## src/rtl/fsm_batch_ctrl_pkg.sv

```systemverilog
// Shared types for the load/process controller family: state encoding,
// reduction modes and the result-width helper.
package fsm_ctrl_pkg;

  typedef enum logic [1:0] {
    IDLE    = 2'd0,
    LOAD    = 2'd1,
    PROCESS = 2'd2,
    DONE    = 2'd3
  } state_t;

  localparam logic MODE_SUM = 1'b0;
  localparam logic MODE_XOR = 1'b1;

  // Result width wide enough that a sum of beats*max_word never overflows.
  function automatic int res_width(input int data_w, input int beats);
    return data_w + $clog2(beats);
  endfunction

endpackage

```

## src/rtl/fsm_batch_ctrl_if.sv

```systemverilog
// Stream handshakes of the batch controller: word input and result output.
// master = upstream source / downstream consumer side, slave = controller.
interface fsm_batch_ctrl_if
  import fsm_ctrl_pkg::*;
#(
  parameter int DATA_W     = 8,
  parameter int LOAD_BEATS = 4
);

  localparam int RES_W = res_width(DATA_W, LOAD_BEATS);

  logic              in_valid;
  logic              in_ready;
  logic [DATA_W-1:0] in_data;
  logic              out_valid;
  logic              out_ready;
  logic [RES_W-1:0]  out_data;

  modport master (
    output in_valid, in_data, out_ready,
    input  in_ready, out_valid, out_data
  );

  modport slave (
    input  in_valid, in_data, out_ready,
    output in_ready, out_valid, out_data
  );

endinterface

```

## src/rtl/fsm_batch_ctrl_tick_counter.sv

```systemverilog
// Clearable up-counter with a terminal-count flag; used for both the beat
// count of a batch and the processing-latency count.
module fsm_tick_counter
  import fsm_ctrl_pkg::*;
#(
  parameter int WIDTH = 4,
  parameter int MAX   = 3
) (
  input  logic             clk,
  input  logic             reset_n,
  input  logic             clr,
  input  logic             en,
  output logic [WIDTH-1:0] cnt,
  output logic             at_max
);

  logic [WIDTH-1:0] cnt_reg;

  // Count enabled cycles; clear has priority over enable.
  always_ff @(posedge clk or negedge reset_n) begin
    if (!reset_n) begin
      cnt_reg <= '0;
    end else if (clr) begin
      cnt_reg <= '0;
    end else if (en) begin
      cnt_reg <= cnt_reg + WIDTH'(1);
    end
  end

  assign cnt    = cnt_reg;
  assign at_max = (cnt_reg == WIDTH'(MAX));

endmodule

```

## src/rtl/fsm_batch_ctrl.sv

```systemverilog
// Batch load/process controller: collects LOAD_BEATS words, reduces them by
// sum or XOR, waits PROC_CYCLES cycles, then offers the result downstream.
module fsm_batch_ctrl
  import fsm_ctrl_pkg::*;
#(
  parameter int DATA_W      = 8,
  parameter int LOAD_BEATS  = 4,
  parameter int PROC_CYCLES = 3
) (
  input  logic                 clk,
  input  logic                 reset_n,
  input  logic                 abort,
  input  logic                 mode,
  fsm_batch_ctrl_if.slave      bus,
  output logic [1:0]           state,
  output logic [15:0]          batch_cnt
);

  localparam int RES_W  = res_width(DATA_W, LOAD_BEATS);
  localparam int BEAT_W = $clog2(LOAD_BEATS) + 1;
  localparam int CYC_W  = $clog2(PROC_CYCLES) + 1;

  state_t             state_reg, state_next;
  logic [RES_W-1:0]   acc_reg, acc_next;
  logic [RES_W-1:0]   out_data_reg;
  logic [RES_W-1:0]   data_ext;
  logic               mode_reg;
  logic               in_ready_reg;
  logic               out_valid_reg;
  logic [15:0]        batch_cnt_reg;
  logic               in_xfer, out_xfer;
  logic               beat_last, cyc_last;
  logic               beat_clr, cyc_clr, cyc_en;
  logic [BEAT_W-1:0]  beat_cnt_unused;
  logic [CYC_W-1:0]   cyc_cnt_unused;

  // Handshakes are qualified by the registered flags so that a word arriving
  // in the same cycle as abort is never consumed.
  assign in_xfer  = bus.in_valid && in_ready_reg && !abort;
  assign out_xfer = out_valid_reg && bus.out_ready && !abort;
  assign data_ext = RES_W'(bus.in_data);

  // Beat counter: terminal value marks the last word of a batch.
  assign beat_clr = abort || (in_xfer && beat_last);

  fsm_tick_counter #(
    .WIDTH (BEAT_W),
    .MAX   (LOAD_BEATS - 1)
  ) u_beat_cnt (
    .clk    (clk),
    .reset_n(reset_n),
    .clr    (beat_clr),
    .en     (in_xfer),
    .cnt    (beat_cnt_unused),
    .at_max (beat_last)
  );

  // Processing-latency counter: runs only while in PROCESS.
  assign cyc_en  = (state_reg == PROCESS);
  assign cyc_clr = abort || !cyc_en || cyc_last;

  fsm_tick_counter #(
    .WIDTH (CYC_W),
    .MAX   (PROC_CYCLES - 1)
  ) u_cyc_cnt (
    .clk    (clk),
    .reset_n(reset_n),
    .clr    (cyc_clr),
    .en     (cyc_en),
    .cnt    (cyc_cnt_unused),
    .at_max (cyc_last)
  );

  // State register.
  always_ff @(posedge clk or negedge reset_n) begin
    if (!reset_n) begin
      state_reg <= IDLE;
    end else begin
      state_reg <= state_next;
    end
  end

  // Next-state and accumulator update; abort overrides everything.
  always_comb begin
    state_next = state_reg;
    acc_next   = acc_reg;
    if (abort) begin
      state_next = IDLE;
      acc_next   = '0;
    end else begin
      case (state_reg)
        IDLE: begin
          if (in_xfer) begin
            acc_next   = data_ext;
            state_next = (LOAD_BEATS == 1) ? PROCESS : LOAD;
          end
        end
        LOAD: begin
          if (in_xfer) begin
            acc_next = (mode_reg == MODE_XOR) ? (acc_reg ^ data_ext)
                                              : (acc_reg + data_ext);
            if (beat_last) state_next = PROCESS;
          end
        end
        PROCESS: begin
          if (cyc_last) state_next = DONE;
        end
        DONE: begin
          if (out_xfer) state_next = IDLE;
        end
        default: state_next = IDLE;
      endcase
    end
  end

  // Datapath and registered handshake outputs, derived from the next state.
  always_ff @(posedge clk or negedge reset_n) begin
    if (!reset_n) begin
      acc_reg       <= '0;
      mode_reg      <= MODE_SUM;
      in_ready_reg  <= 1'b0;
      out_valid_reg <= 1'b0;
      out_data_reg  <= '0;
      batch_cnt_reg <= '0;
    end else begin
      acc_reg       <= acc_next;
      in_ready_reg  <= (state_next == IDLE) || (state_next == LOAD);
      out_valid_reg <= (state_next == DONE);
      if (abort) begin
        mode_reg     <= MODE_SUM;
        out_data_reg <= '0;
      end else begin
        if (in_xfer && state_reg == IDLE) mode_reg <= mode;
        if (state_reg == PROCESS && state_next == DONE) out_data_reg <= acc_reg;
        if (out_xfer) batch_cnt_reg <= batch_cnt_reg + 16'd1;
      end
    end
  end

  assign bus.in_ready  = in_ready_reg;
  assign bus.out_valid = out_valid_reg;
  assign bus.out_data  = out_data_reg;
  assign state         = state_reg;
  assign batch_cnt     = batch_cnt_reg;

endmodule

```

## src/flat_wrapper.sv

```systemverilog
// flat-port wrapper written by rule: the top's interface ports become plain ports
module fsm_batch_ctrl_flat import fsm_ctrl_pkg::*;
#(
  parameter int DATA_W      = 8,
  parameter int LOAD_BEATS  = 4,
  parameter int PROC_CYCLES = 3
)
  (clk, reset_n, abort, mode, state, batch_cnt, bus_in_valid, bus_in_data, bus_out_ready, bus_in_ready, bus_out_valid, bus_out_data);
  fsm_batch_ctrl_if #(.DATA_W(DATA_W), .LOAD_BEATS(LOAD_BEATS)) bus_i ();
  input  logic clk;
  input  logic reset_n;
  input  logic abort;
  input  logic mode;
  output logic [1:0] state;
  output logic [15:0] batch_cnt;
  input wire logic [$bits(bus_i.in_valid)-1:0] bus_in_valid;
  input wire logic [$bits(bus_i.in_data)-1:0] bus_in_data;
  input wire logic [$bits(bus_i.out_ready)-1:0] bus_out_ready;
  output wire logic [$bits(bus_i.in_ready)-1:0] bus_in_ready;
  output wire logic [$bits(bus_i.out_valid)-1:0] bus_out_valid;
  output wire logic [$bits(bus_i.out_data)-1:0] bus_out_data;
  assign bus_i.in_valid = bus_in_valid;
  assign bus_i.in_data = bus_in_data;
  assign bus_i.out_ready = bus_out_ready;
  assign bus_in_ready = bus_i.in_ready;
  assign bus_out_valid = bus_i.out_valid;
  assign bus_out_data = bus_i.out_data;
  fsm_batch_ctrl #(.DATA_W(DATA_W), .LOAD_BEATS(LOAD_BEATS), .PROC_CYCLES(PROC_CYCLES)) u_core (.clk(clk), .reset_n(reset_n), .abort(abort), .mode(mode), .bus(bus_i), .state(state), .batch_cnt(batch_cnt));
endmodule
```

## config.mk

```make
export PLATFORM = sky130hd
export DESIGN_NAME = fsm_batch_ctrl_flat
export DESIGN_NICKNAME = d
export VERILOG_FILES = /design/src/rtl/fsm_batch_ctrl_pkg.sv /design/src/rtl/fsm_batch_ctrl_if.sv /design/src/rtl/fsm_batch_ctrl_tick_counter.sv /design/src/rtl/fsm_batch_ctrl.sv /design/src/flat_wrapper.sv
export SDC_FILE = /design/constraint.sdc
export NUM_CORES = 1
export LEC_CHECK = 0
export ABC_AREA = 1
export CELL_PAD_IN_SITES_DETAIL_PLACEMENT = 0
export CELL_PAD_IN_SITES_GLOBAL_PLACEMENT = 1
export CORE_ASPECT_RATIO = 2
export CORE_MARGIN = 2
export CORE_UTILIZATION = 36
export CTS_CLUSTER_SIZE = 14
export DETAILED_ROUTE_END_ITERATION = 16
export PLACE_DENSITY = 0.82
export SETUP_SLACK_MARGIN = 0.05
export SLEW_MARGIN = 20
export SYNTH_ARGS = -nofsm -noshare
export SYNTH_HDL_FRONTEND = slang
export SYNTH_HIERARCHICAL = 1
export SYNTH_SLANG_ARGS = --single-unit
```

## constraint.sdc

```tcl
create_clock -name clk -period 1.65 [get_ports clk]
set_input_delay 0.165 -clock clk [delete_from_list [all_inputs] [get_ports clk]]
set_output_delay 0.165 -clock clk [all_outputs]
set_load 0.005 [all_outputs]
```

==> results_slide.txt, run 1 <==
Key Metrics from the Run

Floorplanning
  • Cell Rows: 44
  • Die area: 8306 um2
  • I/O pin count: roughly 44

Power and ir drop
  • Combinational group share of total power: 0.424
  • Internal: 2.667 mW
  • Switching part of the total: 0.3610
  • Power in sequential cells: 1.45 mW
  • Psw: 1.507 mW
  • Power, Total: 4.174 mW
  • Power share of the sequential group: 0.347
  • Leakage: 1.899 nW
  • Power Combinational: 1.77 mW
  • Max power group: combinational logic
  • Maximum VDD drop: around 0.68 mV
  • PwrDens: 1067 nW/um2

Cells and area
  • Area Growth Syn to Fin: 43.95%
  • Final net count: 456
  • Most frequent logic cell in the layout: nand2_1
  • Max reg flops: 16
  • Ant diodes: 0
  • Most frequent cells in the layout: nand2_1 (83), dfrtp_1 (46), nand3_1 (44)
  • Layout cells sized above 1: 0.2319

Logic synthesis
  • Yosys Warn Count: 6
  • Multiplexer share: 0
  • Complex Gates by Area: 0.05476
  • Adder-Cell Fraction of Synth Area: 0.06719
  • Synth flops: 47
  • Simple-Gate Fraction of Synth Area: 0.3332
  • Top logic family: simple AND/OR/NAND/NOR gates
  • Mapped Cells: 342
  • Netlist cell types: 34
  • XOR/XNOR Fraction of Synth Area: 0.04188
  • Async set or reset register ratio after synthesis: 1.000
  • Mean area per synthesized cell: 7.950 um2
  • Main synth FF type: dfrtp_1
  • Syn_nets: 370
  • Ys cells: roughly 340
  • Number of synthesized flops with an enable pin: 0
  • Post-Syn Area: 2719 um2
  • Seq share, synth: 0.4326
  • Yosys stat area: 2719 um2

Worst setup path
  • Worst path cell trace: ha_2 -> ha_4 -> nand4_1 -> nand2_1 -> nand4_1 -> a21oi_2 -> buf_12 -> nand3_1 -> nand2_1
  • Reg2Reg Depth: 9
  • Critical R2R Capture: u_core/bus.out_data[8]
  • Crit path kind: reg2reg
  • Worst-path fanout max: 10
  • Worst Path Arrival: 1.91 ns
  • Crit path DRT: 1.88 ns
  • CP bufs+invs: 1
  • R2r setup slk: -0.03 ns
  • Worst Setup End Kind: flip-flop
  • Cell at the slowest stage of the critical path: dfrtp_1
  • Top cell family by delay on the critical path: simple AND/OR/NAND/NOR gates
  • Worst r2r src: u_core/u_beat_cnt/cnt[1]
  • Startpoint Class: flip-flop
  • CP peak stage delay: 0.36 ns

Global routing
  • Vias in the first global route: 2686
  • Met2 Use GR: 0.3926
  • Global route overflow: 0
  • GRT Util Overall: 0.1968
  • First-pass GRT wire length: 12410 um
  • Largest net degree at the start of global routing: 48
  • Initial antenna violation count: 0
  • Met1 Resource Use GR: 0.1884
  • Gr busiest metal: met2

Placed design
  • Post-DP HPWL: 5541 um
  • RD Place Congestion: 0.8915
  • Place WS: -0.3972 ns

Worst hold path
  • Worst hold path class: in2reg
  • Worst-case hold path end point: u_core/acc_reg[0]
  • Hold path start: bus_in_data[0]
  • Hold depth: 3

Clock network
  • CTS clk-pin slew, worst paths: 0.06 ns
  • CTS buffer count: 5
  • Cts repair resizes: 8
  • # hold bufs at CTS: 1
  • Clock tree from TritonCTS: built
  • Setup Fix Bufs, Post-CTS: 4
  • Clock tree sinks: between 40 and 50
  • Clock Path Buffers: 2
  • Root Buffer: clkbuf_16
  • H-Tree Depth: 2

Timing
  • Final WS setup: -0.02888 ns
  • RSZ-0062 raised after global routing: true
  • FMAX: between 500 and 600 MHz
  • Min Clock Period, post-route: 1.679 ns
  • Final setup TNS: -0.2312 ns
  • Max-slew headroom: 0.7100
  • Slew @ Worst Pin: 0.4345 ns
  • Period utilization: 1.018
  • Fin. Hold Viols: 0
  • Pins Over Slew Limit: 0
  • Final setup viols: 11

Outcome
  • Status: complete, but fails checks
  • Failing checks: negative setup slack

Detailed routing
  • Detailed Routing Iterations Pass 1: 4
  • Vias per cell: 5.069
  • Top Layer Used: met4
  • Routed met1 length: about 2600 um
  • Met2 wire length: 4588 um
  • Detailed Route Iter0 Violations: 101
  • Drt drc: 0
  • Routed met3 length: 255 um
  • Avg WL per Cell: 14.82 um
  • Routed Antenna Nets: 0

Flow run
  • OpenROAD warnings: 29
  • Max-cap violation count: 0
## run 1: synth_stat cells, drive strengths merged (5+ instances only)
cell type,instances,area (um2)
xnor2,5,43.79
dfrtp,47,1176
ha,13,162.7
xor2,8,70.07
nand4,6,37.54
inv,41,156.4
nand3,52,287.8
nand2,95,359.1
a21oi,10,53.80
nand3b,6,45.04
nor2,31,143.9
o21ai,11,58.80
## run 1: how the worst max path moves through the flow
stage	from	end	slack [ns]	depth (start not counted)
after global routing	u_core/u_beat_cnt/cnt[0]	u_core/bus.out_data[4]	-0.19	9
final	u_core/u_beat_cnt/cnt[1]	u_core/bus.out_data[8]	-0.03	9
after floorplan	u_core/acc_reg[0]	u_core/acc_reg[6]	0.07	13
after CTS	u_core/u_beat_cnt/cnt[0]	u_core/bus.out_data[2]	-0.07	9
after global placement	bus_in_data[0]	u_core/acc_reg[6]	-0.36	14
after detailed placement	bus_in_data[0]	u_core/acc_reg[6]	-0.40	14
## run 1: through the flow
stage                     cells  hold slack, ns  instance area (um2)    util
after floorplan             342         -0.1306                 2726       -
after global placement      502          0.1734                 3490  0.4802
after detailed placement    502          0.1751                 3490  0.4802
after CTS                   513          0.3461                 3687  0.5074
after global routing        519          0.4069                 3914  0.5386
final                       519          0.3852                 3914  0.5386
## run 1: area by class of cell
class	instances	area (um2)
Timing Repair Buffer	85	784.5
Inverter	41	156.4
Multi-Input combinational cell	248	1551
Tap cell	92	115.1
Sequential cell	47	1177
Clock buffer	6	128.9
Fill cell	719	3353
## run 1: kinds of logic (layout without fill, tap and decap cells)
kind of cell	Yosys count	count (layout)
and+or+nand+nor	195	195
DFF	47	47
buffers and inverters	47	132
AOI/OAI and AO/OA	26	26
adders and majority gates	14	14
xor gates and xnor gates	13	13
Run 1, cell area per tile:
7 x 13 tiles, from white (low) to dark blue (high), 0 to 100% covered.
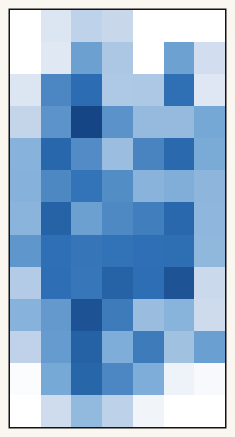
tiles over 75% full = 13%
nearly empty tiles = 9.9%
emptiest ninth of the die = south-east
mean over tiles = 46%
core area: 7267 um2
fp_density: 0.3741
Layout Utilization: 0.5386

Run 1, I/O pins on the die edge:
Pins as bars across the die edge, other pins in grey.
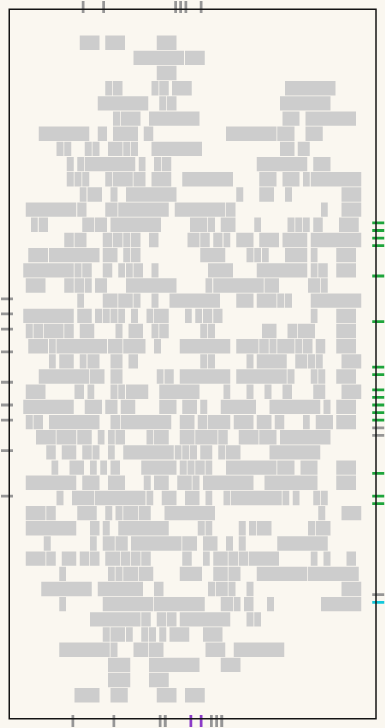
purple -> `state`  # pins 2, direction output, edge south
cyan -> `clk`  # pins 1, direction input, edge east
green -> `batch_cnt`  # pins 16, direction output, edge east
Die Ht: 126.9 um
DIE WIDTH: 65.45 um
IO buf count: 43

Run 1, clock network drawn from the DEF:
Scale bar: 20 um.
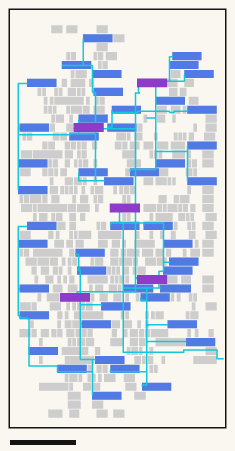
cyan -> clock wires  # length 667 um
blue -> flip-flops  # count 47
purple -> clock drivers  # count 5
routed clock nets = 6
worst skew pair latency: 0.29 ns
Clk. pwr: 0.955 mW
Final Skew: 0.003571 ns
Clk pwr share: 0.229

Run 1, metal 3:
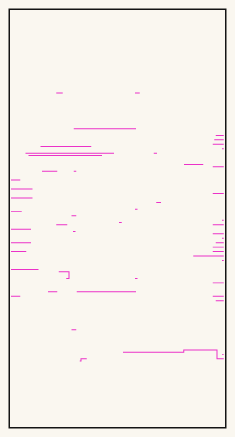
main direction = horizontal
wire length on this layer = 256 um
share of all routed wire = 3.3%
nets with wire on the layer = 41
longest straight run = 26.7 um
via count: 2631
final WL: 7694 um
met3 usage: 0.02926

==> inputs of run 2 (changes only) <==
ABC_CLOCK_PERIOD_IN_PS = 1650   (was default)
Run 2, cell area per tile:
7 x 13 tiles, from white (low) to dark blue (high), 0 to 100% covered.
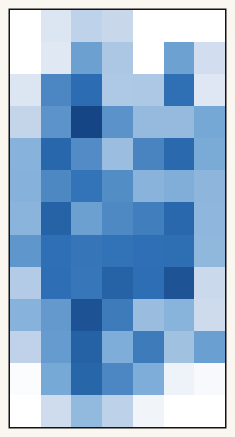
nearly empty tiles = 9.9%
fullest tile = 92%
emptiest ninth of the die = south-east
tiles over 75% full = 13%
mean over tiles = 46%

==> run 2 against run 1 <==
- the flow still finishes with violations (negative setup slack)
- core utilization is the same
- critical path depth unchanged
- clock skew did not move
- largest cell class unchanged
- highest routed layer unchanged
==> results_slide.txt, run 2 <==
Key Metrics from the Run

Power and ir drop
  • PwrDens: 1067 nW/um2 (unchanged)
  • Leakage: 1.899 nW (unchanged)

Detailed routing
  • Routed Antenna Nets: 0 (unchanged)
  • Final WL: 7694 um (unchanged)
  • Detailed Route Iter0 Violations: 101 (unchanged)

Timing
  • Final WS setup: -0.02888 ns (unchanged)
  • Final setup TNS: -0.2312 ns (unchanged)
  • Final setup viols: 11 (unchanged)
  • Max-slew headroom: 0.7100 (unchanged)
  • FMAX: 595.6 MHz (unchanged)
  • Period utilization: 1.018 (unchanged)
  • Slew @ Worst Pin: 0.4345 ns (unchanged)
  • Min Clock Period, post-route: 1.679 ns (unchanged)
  • Pins Over Slew Limit: 0 (unchanged)

Cells and area
  • Finished Layout Cells: 519 (unchanged)
  • Layout cells sized above 1: 0.2319 (unchanged)
  • Layout Utilization: 0.5386 (unchanged)
  • Most frequent logic cell in the layout: nand2_1
  • Layout fillers: 719 (unchanged)
  • Final net count: 456 (unchanged)
  • Most frequent cells in the layout: nand2_1 (83), dfrtp_1 (46), nand3_1 (44)

Worst setup path
  • Worst Setup End Kind: flip-flop
  • Top cell family by delay on the critical path: simple AND/OR/NAND/NOR gates
  • Startpoint Class: flip-flop
  • Worst-path fanout max: 10 (unchanged)
  • Crit path kind: reg2reg

Global routing
  • Initial antenna violation count: 0 (unchanged)
  • Largest net degree at the start of global routing: 48 (unchanged)
  • GRT Util Overall: 0.1968 (unchanged)
  • Vias in the first global route: 2686 (unchanged)

Worst hold path
  • Hold depth: 3 (unchanged)
  • Worst hold path class: in2reg

Clock network
  • # hold bufs at CTS: 1 (unchanged)
  • Cts repair resizes: 8 (unchanged)
  • Clock tree sinks: 47 (unchanged)
  • H-Tree Depth: 2 (unchanged)
  • Setup Fix Bufs, Post-CTS: 4 (unchanged)
  • CTS clk-pin slew, worst paths: 0.06 ns (about the same)

Logic synthesis
  • Mapped Cells: 342 (unchanged)
  • Post-Syn Area: 2719 um2 (unchanged)
  • Netlist cell types: 34 (unchanged)
  • Ys cells: 342 (unchanged)
  • Main synth FF type: dfrtp_1
  • Yosys top cell by instances: nand2_1
  • Synth area leader: dfrtp_1
  • Synth cell count leaders: nand2_1 (94), nand3_1 (48), dfrtp_1 (47), inv_1 (40), nor2_1 (26)
  • Async set or reset register ratio after synthesis: 1.000 (unchanged)
  • Mean area per synthesized cell: 7.950 um2 (unchanged)
  • Syn_nets: 370 (unchanged)
  • Top cell area share: 0.4326 (unchanged)
  • Number of synthesized flops with an enable pin: 0 (unchanged)
  • Yosys Warn Count: 6 (unchanged)

Outcome
  • Status: complete, but fails checks
  • Failing checks: negative setup slack

Floorplanning
  • I/O pin count: 44 (unchanged)
  • Die Ht: 126.9 um (unchanged)
  • Fp_density: 0.3741 (unchanged)

Placed design
  • RD Place Congestion: 0.8915 (unchanged)
  • IO buf count: 43 (unchanged)
  • Place WS: -0.3972 ns (unchanged)
Run 2, metal 3:
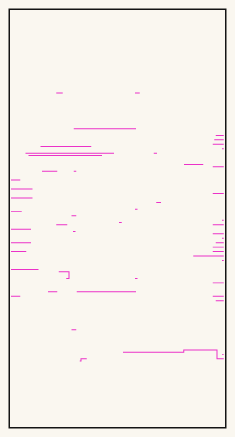
share of all routed wire = 3.3%
longest straight run = 26.7 um
wire length on this layer = 256 um
nets with wire on the layer = 41
main direction = horizontal

==> run 2: cell counts after synthesis <==
Identical to the previous run, type by type.
==> run 2: area by class of cell <==
| type | instances | area (um2) | share of cell area |
|---|---|---|---|
| clock buffers | 6 | 128.9 | 0.03293 |
| inverters | 41 | 156.4 | 0.03996 |
| multi-input cells | 248 | 1551 | 0.3964 |
| repair buffers | 85 | 784.5 | 0.2004 |
| flip-flops and latches | 47 | 1177 | 0.3008 |
| well taps | 92 | 115.1 | 0.02941 |
==> run 2: routing by layer <==
metal,track usage,up-vias,share of wire
met1,0.1884,1281,0.34
li1,-,1277,-
met2,0.3926,56,0.60
met5,0,-,0
met3,0.02926,17,0.033
met4,0.08333,0,0.028
==> run 2: kinds of logic after synthesis <==
| group | after synthesis | share of synthesized area |
|---|---|---|
| flops | 47 | 0.4326 |
| compound gates | 26 | 0.05476 |
| fa+ha+maj | 14 | 0.06719 |
| xor+xnor | 13 | 0.04188 |
| simple gates | 195 | 0.3332 |
| buf+inv | 47 | 0.07041 |
==> run 2: final timing paths <==
check	startpoint	to	slack (ns)
worst max-delay path	u_core/u_beat_cnt/cnt[1]	u_core/bus.out_data[8]	-0.03
worst min-delay path	bus_in_data[0]	u_core/acc_reg[0]	0.39
worst max register to register	u_core/u_beat_cnt/cnt[1]	u_core/bus.out_data[8]	-0.03
worst min register to register	u_core/u_beat_cnt/cnt[2]	u_core/u_beat_cnt/cnt[2]	0.49
max in group asynchronous	reset_n	u_core/batch_cnt[0]	1.02
min in group asynchronous	reset_n	u_core/batch_cnt[15]	0.40
==> run 2: power breakdown <==
| group | switching [mW] | internal [mW] | total (mW) |
|---|---|---|---|
| logic | 0.943 | 0.828 | 1.77 |
| registers | 0.155 | 1.29 | 1.45 |
| clock network | 0.409 | 0.546 | 0.955 |
No activity file was given, so power comes from the tool's default toggle rates.
